Met1 routing:
Bar = 50 um. Supply wires on this layer in grey.
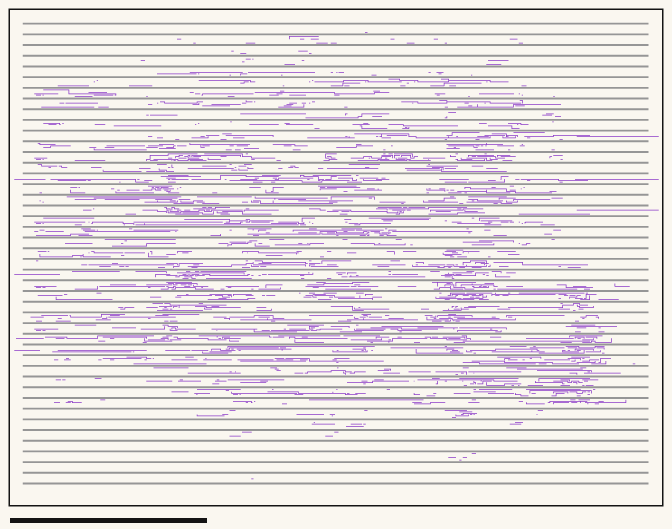
The metal 2 layer:
Cells faint in the background.
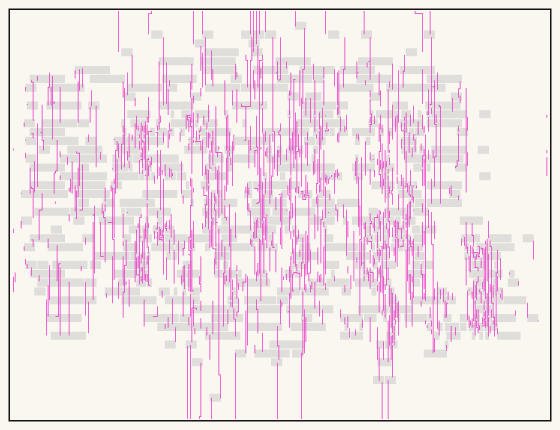
Met3 routing:
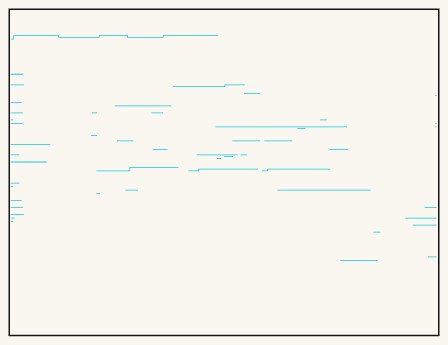
Routing congestion:
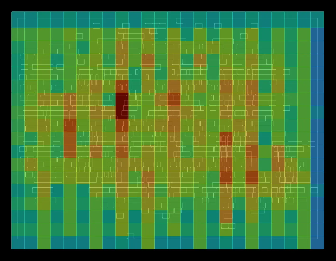
Cell classes on the final placement:
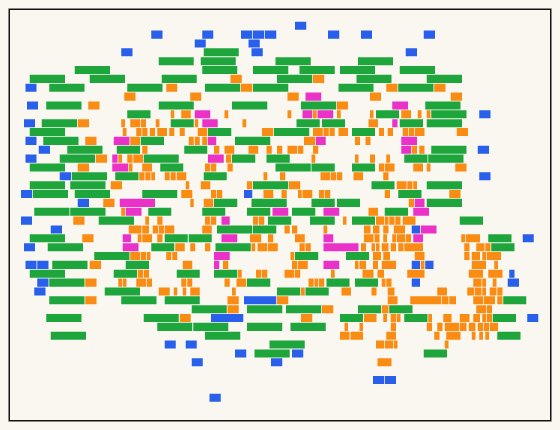
==> config.mk <==
export PLATFORM = sky130hd
export DESIGN_NAME = transmitter
export DESIGN_NICKNAME = d
export VERILOG_FILES = /design/src/rtl/nextasic_pkg.sv /design/src/rtl/mon_tx_fifo.sv /design/src/rtl/transmitter.sv
export SDC_FILE = /design/constraint.sdc
export NUM_CORES = 1
export LEC_CHECK = 0
export CAP_MARGIN = 15
export CORE_ASPECT_RATIO = 0.75
export CORE_MARGIN = 3
export CORE_UTILIZATION = 30
export CTS_BUF_LIST = sky130_fd_sc_hd__clkbuf_4 sky130_fd_sc_hd__clkbuf_8
export DETAILED_ROUTE_END_ITERATION = 12
export PLACE_DENSITY = 0.52
export SYNTH_ARGS = -nofsm -noshare
export SYNTH_HDL_FRONTEND = slang
export SYNTH_SLANG_ARGS = --single-unit
==> constraint.sdc <==
create_clock -name mon_clk -period 10.55 [get_ports mon_clk]
set_clock_uncertainty 0.05 [all_clocks]
set_input_delay 3.165 -clock mon_clk [delete_from_list [all_inputs] [get_ports mon_clk]]
set_output_delay 3.165 -clock mon_clk [all_outputs]
set_load 0.02 [all_outputs]
==> src/rtl/nextasic_pkg.sv <==
`default_nettype none
// +----------------------------------------------------------------------+
// | Module  : nextasic_pkg                                               |
// | Brief   : Shared constants and types for the monitor interface       |
// |           receive and transmit paths.                                |
// | Rev     : 1.0  initial release                                       |
// +----------------------------------------------------------------------+
package nextasic_pkg;

    // Frame width shared by the to_mon receiver and the from_mon transmitter.
    localparam int MON_FRAME_BITS = 40;

    // Forced-low line cycles between consecutive outbound frames.
    localparam int MON_GAP_CYCLES = 8;

    typedef enum logic [1:0] {
        IDLE  = 2'd0,
        START = 2'd1,
        DATA  = 2'd2,
        GAP   = 2'd3
    } tx_state_t;

endpackage
`default_nettype wire

==> src/rtl/mon_tx_fifo.sv <==
`default_nettype none
// +----------------------------------------------------------------------+
// | Module  : mon_tx_fifo                                                |
// | Brief   : Synchronous circular-buffer FIFO with occupancy count.     |
// |           Head word is presented on rd_data while not empty.         |
// | Rev     : 1.0  initial release                                       |
// +----------------------------------------------------------------------+
module mon_tx_fifo #(
    parameter int WIDTH = 40,
    parameter int DEPTH = 2
) (
    input  logic             clk,
    input  logic             rst,
    input  logic [WIDTH-1:0] wr_data,
    input  logic             push,
    input  logic             pop,
    output logic [WIDTH-1:0] rd_data,
    output logic             full,
    output logic             empty
);

    // A depth of one still needs a one-bit pointer to index the storage.
    localparam int PTR_W = (DEPTH > 1) ? $clog2(DEPTH) : 1;
    localparam int CNT_W = $clog2(DEPTH + 1);

    logic [WIDTH-1:0] r_mem [DEPTH];
    logic [PTR_W-1:0] r_wr_ptr;
    logic [PTR_W-1:0] r_rd_ptr;
    logic [CNT_W-1:0] r_count;

    logic [PTR_W-1:0] w_wr_ptr_next;
    logic [PTR_W-1:0] w_rd_ptr_next;

    assign w_wr_ptr_next = (r_wr_ptr == PTR_W'(DEPTH - 1)) ? '0 : r_wr_ptr + PTR_W'(1);
    assign w_rd_ptr_next = (r_rd_ptr == PTR_W'(DEPTH - 1)) ? '0 : r_rd_ptr + PTR_W'(1);

    assign full    = (r_count == CNT_W'(DEPTH));
    assign empty   = (r_count == '0);
    assign rd_data = r_mem[r_rd_ptr];

    // Storage is written only on push; its contents need no reset.
    always_ff @(posedge clk) begin
        if (push) begin
            r_mem[r_wr_ptr] <= wr_data;
        end
    end

    // Pointer and occupancy bookkeeping; simultaneous push and pop cancel.
    always_ff @(posedge clk) begin
        if (rst) begin
            r_wr_ptr <= '0;
            r_rd_ptr <= '0;
            r_count  <= '0;
        end else begin
            if (push) begin
                r_wr_ptr <= w_wr_ptr_next;
            end
            if (pop) begin
                r_rd_ptr <= w_rd_ptr_next;
            end
            case ({push, pop})
                2'b10:   r_count <= r_count + CNT_W'(1);
                2'b01:   r_count <= r_count - CNT_W'(1);
                default: r_count <= r_count;
            endcase
        end
    end

endmodule
`default_nettype wire

==> src/rtl/transmitter.sv <==
`default_nettype none
// +----------------------------------------------------------------------+
// | Module  : transmitter                                                |
// | Brief   : Serialises monitor-interface frames onto from_mon: one     |
// |           start bit, FRAME_BITS data bits MSB-first, then a fixed    |
// |           low gap. Words arrive over valid/ready into a small FIFO.  |
// | Rev     : 1.0  initial release                                       |
// +----------------------------------------------------------------------+
module transmitter
    import nextasic_pkg::*;
#(
    parameter int FRAME_BITS = MON_FRAME_BITS,
    parameter int GAP_CYCLES = MON_GAP_CYCLES,
    parameter int FIFO_DEPTH = 2
) (
    input  logic                  mon_clk,
    input  logic                  reset,
    input  logic [FRAME_BITS-1:0] data,
    input  logic                  data_valid,
    output logic                  data_ready,
    output logic                  from_mon,
    output logic                  busy,
    output logic                  sent
);

    localparam int BIT_CNT_W = $clog2(FRAME_BITS);
    localparam int GAP_CNT_W = (GAP_CYCLES > 1) ? $clog2(GAP_CYCLES) : 1;

    tx_state_t             r_state;
    logic [FRAME_BITS-1:0] r_shift;
    logic [BIT_CNT_W-1:0]  r_bit_cnt;
    logic [GAP_CNT_W-1:0]  r_gap_cnt;

    logic                  w_fifo_full;
    logic                  w_fifo_empty;
    logic [FRAME_BITS-1:0] w_fifo_head;
    logic                  w_push;
    logic                  w_pop;

    // Ready depends only on FIFO occupancy (no pass-through on a same-cycle pop).
    assign data_ready = !w_fifo_full && !reset;
    assign w_push     = data_valid && data_ready;

    // A new frame may start from IDLE, or straight out of the last GAP cycle.
    assign w_pop = !w_fifo_empty &&
                   ((r_state == IDLE) || ((r_state == GAP) && (r_gap_cnt == '0)));

    assign busy = (r_state != IDLE) || !w_fifo_empty;

    mon_tx_fifo #(
        .WIDTH (FRAME_BITS),
        .DEPTH (FIFO_DEPTH)
    ) u_fifo (
        .clk     (mon_clk),
        .rst     (reset),
        .wr_data (data),
        .push    (w_push),
        .pop     (w_pop),
        .rd_data (w_fifo_head),
        .full    (w_fifo_full),
        .empty   (w_fifo_empty)
    );

    // Frame sequencer: start bit, MSB-first shift-out, then the idle gap.
    always_ff @(posedge mon_clk) begin
        if (reset) begin
            r_state   <= IDLE;
            r_shift   <= '0;
            r_bit_cnt <= '0;
            r_gap_cnt <= '0;
            from_mon  <= 1'b0;
            sent      <= 1'b0;
        end else begin
            sent <= 1'b0;
            case (r_state)
                IDLE: begin
                    from_mon <= 1'b0;
                    if (w_pop) begin
                        r_shift  <= w_fifo_head;
                        from_mon <= 1'b1;
                        r_state  <= START;
                    end
                end
                START: begin
                    from_mon  <= r_shift[FRAME_BITS-1];
                    r_shift   <= {r_shift[FRAME_BITS-2:0], 1'b0};
                    r_bit_cnt <= BIT_CNT_W'(FRAME_BITS - 1);
                    r_state   <= DATA;
                end
                DATA: begin
                    if (r_bit_cnt == '0) begin
                        from_mon  <= 1'b0;
                        sent      <= 1'b1;
                        r_gap_cnt <= GAP_CNT_W'(GAP_CYCLES - 1);
                        r_state   <= GAP;
                    end else begin
                        from_mon  <= r_shift[FRAME_BITS-1];
                        r_shift   <= {r_shift[FRAME_BITS-2:0], 1'b0};
                        r_bit_cnt <= r_bit_cnt - BIT_CNT_W'(1);
                    end
                end
                GAP: begin
                    from_mon <= 1'b0;
                    if (r_gap_cnt == '0) begin
                        if (w_pop) begin
                            r_shift  <= w_fifo_head;
                            from_mon <= 1'b1;
                            r_state  <= START;
                        end else begin
                            r_state <= IDLE;
                        end
                    end else begin
                        r_gap_cnt <= r_gap_cnt - GAP_CNT_W'(1);
                    end
                end
                default: begin
                    from_mon <= 1'b0;
                    r_state  <= IDLE;
                end
            endcase
        end
    end

endmodule
`default_nettype wire

==> results.txt <==
fresh numbers from the pnr run: status=finished, final reports clean, Power Combinational=0.000826 W, WP buf/inv=3, total of max-cap violations=0, Critical Path Stages=4, Synth top cell by count=edfxtp_1, Setup-failing EPs final=0, fraction of registers with async set/reset=0%, number of vias per cell=5.01, cell area after synthesis=0.00575 mm2, Critical Path Sink=data_ready, Fin. Hold Viols=0, number of global-route vias before repair=3,885, detailed placer's ending HPWL=7070 um, Die Y=126 um, synth unique cells=49, Hold EP=r_shift[15], design area=0.00685 mm2, Post-Synth Adder-Cell Area=1.96%, clk slew on worst S/H paths=80 ps, unrepaired setup endpoints after global routing=no, Worst-Skew Late Latency=440 ps, layer with the highest usage=met2, I/O Buffers=46, Tmin final=8170 ps, Switching Share=39.8%, Clk. pwr=0.000429 W, CTS sink cnt=138, CTS buffer count=17, met2 WL=5540 um, Final period util=77.5%, most numerous logic cells after layout=80 x edfxtp_1, 57 x dfxtp_1, 50 x a21oi_1, Initial Util=30.9%, Global Route met2 Usage=17.9%, first-pass GRT wire length=20,100 um, placement row count=43, CP Data Arrival Time=4960 ps, met3 wire len=512 um, top area contributor share=41.8%, die area=0.0209 mm2, slowest stage delay, CP=830 ps, area delta synth->final=19.2%, Final Max Tran Viols=0, met3 Track Usage GR=2.64%, # nets final=569, Antenna Violating Nets Remaining=0, initial DRC count=312, Power Internal=0.00119 W, Synth Flop Type=edfxtp_1, Wirelength per Cell=15.4 um, Synth warnings=0, Sequential Power=0.000725 W, CORE AREA=0.0186 mm2, Post-DP Area=0.00645 mm2, crit path DRT=7340 ps, Reg power frac=36.6%, area fraction in compound gates=17.6%, I/O pin count=47, Worst Tran Pin Value=1160 ps, Top Family by Delay on Critical Path=buffers and inverters, Final Worst Setup Slack=2380 ps, Clock Path Buffers=2, crit path kind=in -> out, Crit. End Element=primary output, vias post-DR=3,894, CP max FO=57, Gates resized, CTS repair=0, die span in x=166 um, Synth area leader=edfxtp_1, depth of the CTS H-tree=4, drc violations=0, top post-synthesis cells by area=edfxtp_1 42%, dfxtp_1 20%, mux2i_1 6.8%, mean post-synth cell area=11.9 um2, CTS Hold Bufs=0, Startpoint Class=primary input, Hold Path Origin=r_shift[15], DR top layer=met4, LEAKAGE=2.27 nW, EDFF count, synth=80, relative slew slack=22.6%, Logic pwr share=41.7%, Synth flops=138, Post-Place Worst Slack=2370 ps, WL met1=5830 um, CTS tree=yes, Post CTS Setup Buffer Count=0, M1 GR Usage=16.2%
## Picture notes: 'met1 routing'
527 nets have wire on it. The wires run mostly horizontal.

## Picture notes: 'the metal 2 layer'
The layer carries 5,540 um of wire. The layer holds 46% of the routed length. The wires run mostly vertical.

## Picture notes: 'met3 routing'
The layer carries 512 um of wire. The layer holds 4.3% of the routed length. The wires run mostly horizontal. 37 nets have wire on it. The longest straight run is 50.6 um.

## Picture notes: 'routing congestion'
fin util: 36.8%
Tot GR Track Use: 11.7%

## Picture notes: 'cell classes on the final placement'
Magenta is clock drivers and dummy loads, cells 32, share of their area 6.1%. Green is sequential cells, cells 138, share of their area 54%. Blue is remaining buffers and delay cells, cells 53, share of their area 8.4%. Orange is remaining logic cells, cells 307, share of their area 31%.

## stage by stage
stage               total power, W  cells  util (%)
global route               0.00214    777      36.8
floorplan                  0.00137    485         -
CTS                        0.00200    777      36.8
global placement           0.00155    743      34.4
detailed placement         0.00157    745      34.7
finish                     0.00198    777      36.8
## cell type report
class                           instances  area (um2)
Fill cell                            1883       11800
Sequential cell                       138        3560
Multi-Input combinational cell        294        1980
Timing Repair Buffer                   53         548
Tap cell                              247         309
Clock buffer                           19         255
Clock inverter                         13         143
Inverter                               13        48.8
## registers in the layout, indices dropped and copies added, names as in the netlist, named ones only
name and count:
r_bit_cnt 6, r_gap_cnt 3, u_fifo.r_count 2, sent 1, from_mon 1, r_shift 40, u_fifo.r_wr_ptr 1, r_state 2
u_fifo.r_rd_ptr 1, u_fifo.r_mem 80
Power figures rest on the tool's default switching activity, not on a simulated workload.
